`src/rtl/cardinal_nic.sv`:
```
`default_nettype none
// ============================================================================
// Module   : cardinal_nic
// Purpose  : Network interface controller bridging a CPU register port to the
//            local port of a bidirectional ring router. One 64-bit packet
//            buffer per direction, each with a full flag, exposed as four
//            memory-mapped registers. All buses are big-endian [0:MSB].
// Revision : 1.0 - initial release
// ============================================================================
module cardinal_nic #(
  parameter int DATA_WIDTH = 64
) (
  input  logic                  clk,
  input  logic                  reset,
  input  logic [0:1]            addr,
  input  logic [0:DATA_WIDTH-1] d_in,
  output logic [0:DATA_WIDTH-1] d_out,
  input  logic                  nicEn,
  input  logic                  nicWrEn,
  output logic                  net_so,
  input  logic                  net_ro,
  output logic [0:DATA_WIDTH-1] net_do,
  input  logic                  net_si,
  output logic                  net_ri,
  input  logic [0:DATA_WIDTH-1] net_di,
  input  logic                  net_polarity
);

  localparam logic [1:0] c_ADDR_IN_BUF  = 2'b00;
  localparam logic [1:0] c_ADDR_IN_STS  = 2'b01;
  localparam logic [1:0] c_ADDR_OUT_BUF = 2'b10;
  localparam logic [1:0] c_ADDR_OUT_STS = 2'b11;

  logic [0:DATA_WIDTH-1] r_in_buf;
  logic [0:DATA_WIDTH-1] r_out_buf;
  logic                  r_in_full;
  logic                  r_out_full;

  logic                  w_rd;
  logic                  w_pop;
  logic                  w_wr;
  logic                  w_send;
  logic                  w_recv;
  logic                  w_ri;
  logic [0:DATA_WIDTH-1] w_in_status;
  logic [0:DATA_WIDTH-1] w_out_status;

  // Access decode, handshakes and status words.
  always_comb begin
    w_rd   = nicEn & ~nicWrEn;
    // Pop only when something is held, so a stalled read pops exactly once.
    w_pop  = w_rd & (addr == c_ADDR_IN_BUF) & r_in_full;
    // A write into a full buffer is dropped even if it drains this cycle.
    w_wr   = nicEn & nicWrEn & (addr == c_ADDR_OUT_BUF) & ~r_out_full;
    // Inject only when the packet's VC differs from the router's phase.
    w_send = r_out_full & net_ro & (r_out_buf[0] != net_polarity);
    // Not ready while reset is held so the router never delivers into reset.
    w_ri   = ~r_in_full & ~reset;
    w_recv = net_si & w_ri;

    w_in_status                  = '0;
    w_in_status[DATA_WIDTH-1]    = r_in_full;
    w_out_status                 = '0;
    w_out_status[DATA_WIDTH-1]   = r_out_full;
  end

  // CPU read mux; zero whenever the port is not performing a read.
  always_comb begin
    d_out = '0;
    if (w_rd) begin
      case (addr)
        c_ADDR_IN_BUF:  d_out = r_in_buf;
        c_ADDR_IN_STS:  d_out = w_in_status;
        c_ADDR_OUT_STS: d_out = w_out_status;
        default:        d_out = '0;
      endcase
    end
  end

  // Router-facing outputs.
  always_comb begin
    net_so = w_send;
    net_do = r_out_buf;
    net_ri = w_ri;
  end

  // Output channel: CPU fills the buffer, router drains it.
  always_ff @(posedge clk or posedge reset) begin
    if (reset) begin
      r_out_buf  <= '0;
      r_out_full <= 1'b0;
    end else if (w_send) begin
      r_out_full <= 1'b0;
    end else if (w_wr) begin
      r_out_buf  <= d_in;
      r_out_full <= 1'b1;
    end
  end

  // Input channel: router fills the buffer, CPU read of 00 pops it.
  always_ff @(posedge clk or posedge reset) begin
    if (reset) begin
      r_in_buf  <= '0;
      r_in_full <= 1'b0;
    end else if (w_recv) begin
      r_in_buf  <= net_di;
      r_in_full <= 1'b1;
    end else if (w_pop) begin
      r_in_full <= 1'b0;
    end
  end

endmodule
`default_nettype wire

```
`config.mk`:
```
export PLATFORM = sky130hd
export DESIGN_NAME = cardinal_nic
export DESIGN_NICKNAME = d
export VERILOG_FILES = /design/src/rtl/cardinal_nic.sv
export SDC_FILE = /design/constraint.sdc
export NUM_CORES = 1
export LEC_CHECK = 0
export ABC_AREA = 1
export CORE_UTILIZATION = 40
export DETAILED_ROUTE_END_ITERATION = 8
export GPL_ROUTABILITY_DRIVEN = 0
export PLACE_DENSITY_LB_ADDON = 0.25
export REMOVE_ABC_BUFFERS = 1
export SYNTH_ARGS = -nofsm -noshare
export SYNTH_HDL_FRONTEND = slang
export SYNTH_SLANG_ARGS = --single-unit
export TNS_END_PERCENT = 30
```
`constraint.sdc`:
```
create_clock -name clk -period 7.2 [get_ports clk]
set_clock_uncertainty 0.05 [all_clocks]
set_input_delay 2.16 -clock clk [delete_from_list [all_inputs] [get_ports clk]]
set_output_delay 2.16 -clock clk [all_outputs]
set_load 0.01 [all_outputs]
```
==> reports/metrics.cfg, run 1 <==
[status]
status = finished, final reports clean

[cells_and_area]
buf_share = 0.295
regArea_mm2 = 0.00325
final_cell_area_mm2 = 0.00924
syn_to_final_growth_pct = 54.3
buffers_excl_clock = 274
clk_share = 0.0687
inverters_excl_clock = 70

[clock_tree]
cts_buffers = 17

[hold_path]
holdCritPathClass = register to register
holdPathEnd = net_do[17]

[sta]
layout_setup_ws_ps = 1110
fmax_ghz = 0.164

[worst_setup_path]
cpMostUsedCell = clkdlybuf4s50_1
endpoint_kind = output pin
setup.worst_path.start = nicEn
crit_fanout = 64

[synth]
ys_area_mm2 = 0.00599
yosysTopAreaCellShare = 0.543
common_cells = nand2_1, dfrtp_1, nand3_1
simple_gate_area_frac = 0.353
synth_flops = 130
yosysWarningCount = 0
synth_area_per_cell_um2 = 8.35
most_common_cell = nand2_1

[power]
swShare = 0.323
p_comb_frac = 0.336

[detailed_routing]
post-route-drc-count = 0

[placement]
place_area_mm2 = 0.00861

[floorplanning]
die-height_um = 124

[global_routing]
grt_max_degree = 66

[run 1: power by group through the flow]
stage | Combinational [W] | Clock [W] | Sequential (W)
after floorplan | 0.000437 | 0 | 0.00132
after global placement | 0.00110 | 0 | 0.00125
after detailed placement | 0.00111 | 0 | 0.00126
after CTS | 0.00111 | 0.000926 | 0.00126
after global routing | 0.00123 | 0.000960 | 0.00131
final | 0.00110 | 0.000904 | 0.00126
[run 1: through the flow]
stage          utilization  hold slack [ps]  power [W]
6_report             0.633              416    0.00327
3_5_place_dp         0.590              407    0.00237
5_1_grt              0.633              434    0.00350
4_1_cts              0.633              422    0.00330
2_1_floorplan            -              392    0.00175
3_3_place_gp         0.590              402    0.00236
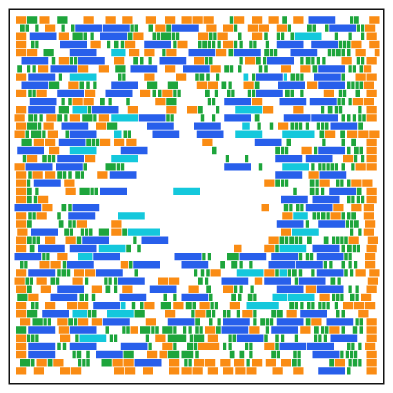
Figure 1: run 1, placed cells, one colour a class.
Drawn at 3 px/um.
orange -> other buffers and delay cells  # cells 274
green -> combinational and other logic  # cells 540
blue -> flops  # cells 130
cyan -> clock drivers and dummy loads  # cells 32
Rows: 44
flop share of the area: 0.352
final design utilization: 0.633
core area: 0.0146 mm^2

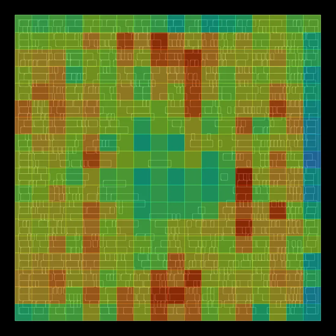
Figure 2: run 1, routing congestion.
GR Util met1: 0.279
grt met3 use: 0.0812
global route hottest layer: met2
total global-route track usage: 0.214

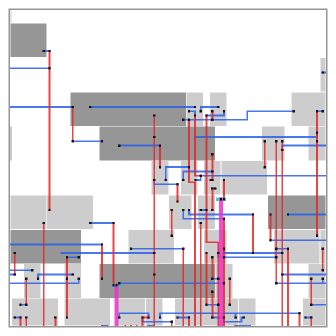
Figure 3: run 1, a small window of the routed layout.
Region (50, 25) to (75, 50) um. Cells in grey, sequential cells in the stronger grey; small squares are vias.
magenta -> metal 4
red -> metal 2
cyan -> metal 3
blue -> metal 1
cells with their middle in the window = 33
most frequent = nand2_1 (9), clkdlybuf4s50_1 (8), dfrtp_1 (5)
sequential cells in the window = 5
netlist names of flops here include = r_in_buf (3)

Figure 4. Pin placement (run 1).
Drawn at 4 px/um. Pins as bars across the die edge, other pins in grey.
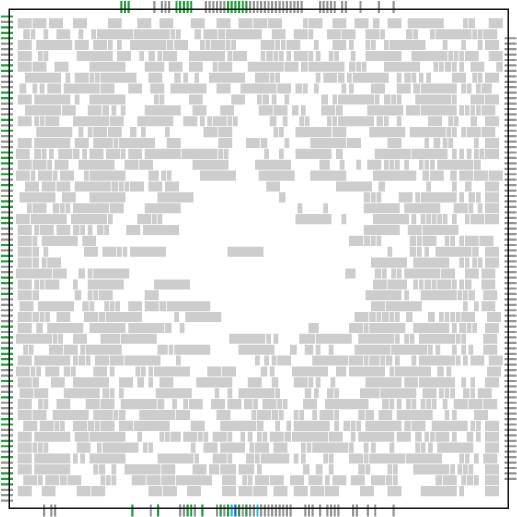

--- run 2 (diff from run 1) ---
Clock period 7.2 ns to 5.7 ns, I/O delays scaled along.
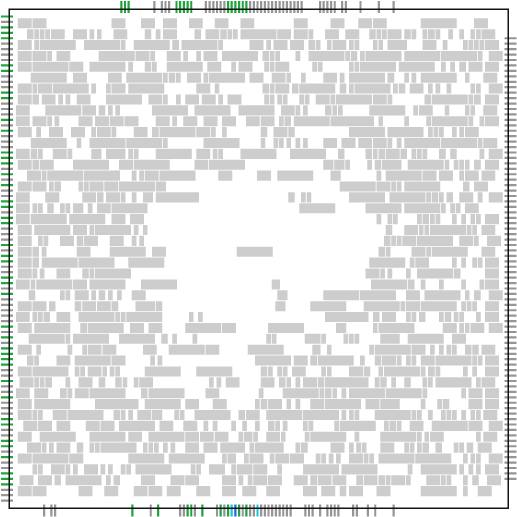
Figure 5: run 2, pin placement.
Drawn at 4 px/um. Pins as bars across the die edge, other pins in grey.
green -> net_do  # pins 64, direction output, edge 41 left, 14 top, 9 bottom
blue -> nicEn  # pins 1, direction input, edge bottom
cyan -> addr  # pins 2, direction input, edge bottom
height of the die: 124 um
PortBufs: 266
Die W: 124 um

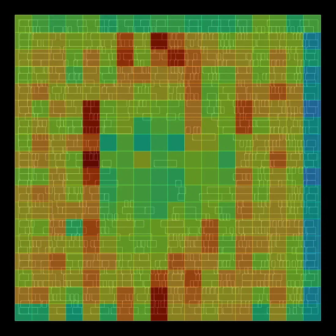
Figure 6: run 2, routing congestion.
met2 Use GR: 0.318
total global-route track usage: 0.220
GR Util met1: 0.293
final design utilization: 0.638
average wire per standard cell: 14.0 um

==> reports/metrics.cfg, run 2 <==
[status]
status = finished, final reports clean

[detailed_routing]
via_count = 5474
post-route-drc-count = 0  ; unchanged
vias_per_cell = 4.71
met1Wirelength_mm = 7.08

[worst_setup_path]
setup.worst_path.start = nicEn
crit_fanout = 64  ; unchanged
endpoint_kind = output pin

[cells_and_area]
regArea_mm2 = 0.00325  ; unchanged
final_cell_area_mm2 = 0.00931  ; +0.74%
layout-drive-gt1-share = 0.0858
syn_to_final_growth_pct = 55.4
lay_top_count = clkdlybuf4s50_1

[power]
p_seq_frac = 0.377
pg_comb_w = 0.00139  ; +26%
p_clk_w = 0.00124  ; +37%
swShare = 0.317  ; -0.00589
power-top-group = sequential cells
ir_worst_vdd_mv = 0.275
p_comb_frac = 0.330  ; -0.006
p_sw_w = 0.00134
power.total_w = 0.00422  ; +29%

[synth]
yosysTopAreaCellShare = 0.543  ; unchanged
yosys_cells = 717
ys_area_mm2 = 0.00599  ; unchanged
most_common_cell = nand2_1
yosysWarningCount = 0  ; unchanged
synth_flops = 130  ; unchanged
common_cells = nand2_1, dfrtp_1, nand3_1
simple_gate_area_frac = 0.353  ; unchanged

[hold_path]
hold_path_depth = 2
holdPathEnd = net_do[22]
holdCritPathClass = register to register

[run]
maxCapViolCount = 0

[global_routing]
grt_max_degree = 71  ; +7.6%

[floorplanning]
coreArea_mm2 = 0.0146  ; unchanged

[clock_tree]
insertion_delay_ps = 410
cts_buffers = 17  ; unchanged

[sta]
period_needed_ps = 5170
timing.hold.ws_ps = 417  ; +0.672 ps
fmax_ghz = 0.194

[placement]
place_area_mm2 = 0.00863  ; +0.26%

[run 2: cell counts after synthesis]
Identical to the previous run, type by type.
[run 2: layout make-up]
type                            count  share of cell area
Timing Repair Buffer              277               0.296
Multi-Input combinational cell    470               0.228
Sequential cell                   130               0.349
Tap cell                          184              0.0247
Clock inverter                      9              0.0185
Clock buffer                       23              0.0546
Inverter                           70              0.0285
[run 2: metrics by stage]
step	setup slack (ps)	TNS, ps
6_report	533	0
5_1_grt	391	0
4_1_cts	523	0
3_5_place_dp	519	0
3_3_place_gp	514	0
2_1_floorplan	-242	-15680
[run 2: worst max-delay path, cell delays in order]
cell and delay, ps:
clkdlybuf4s50_1 470, inv_1 80, nor2_4 120, nand3_2 100, buf_12 200, nor2_1 140
clkdlybuf4s50_1 550
Power is estimated from default activity; no workload was simulated.
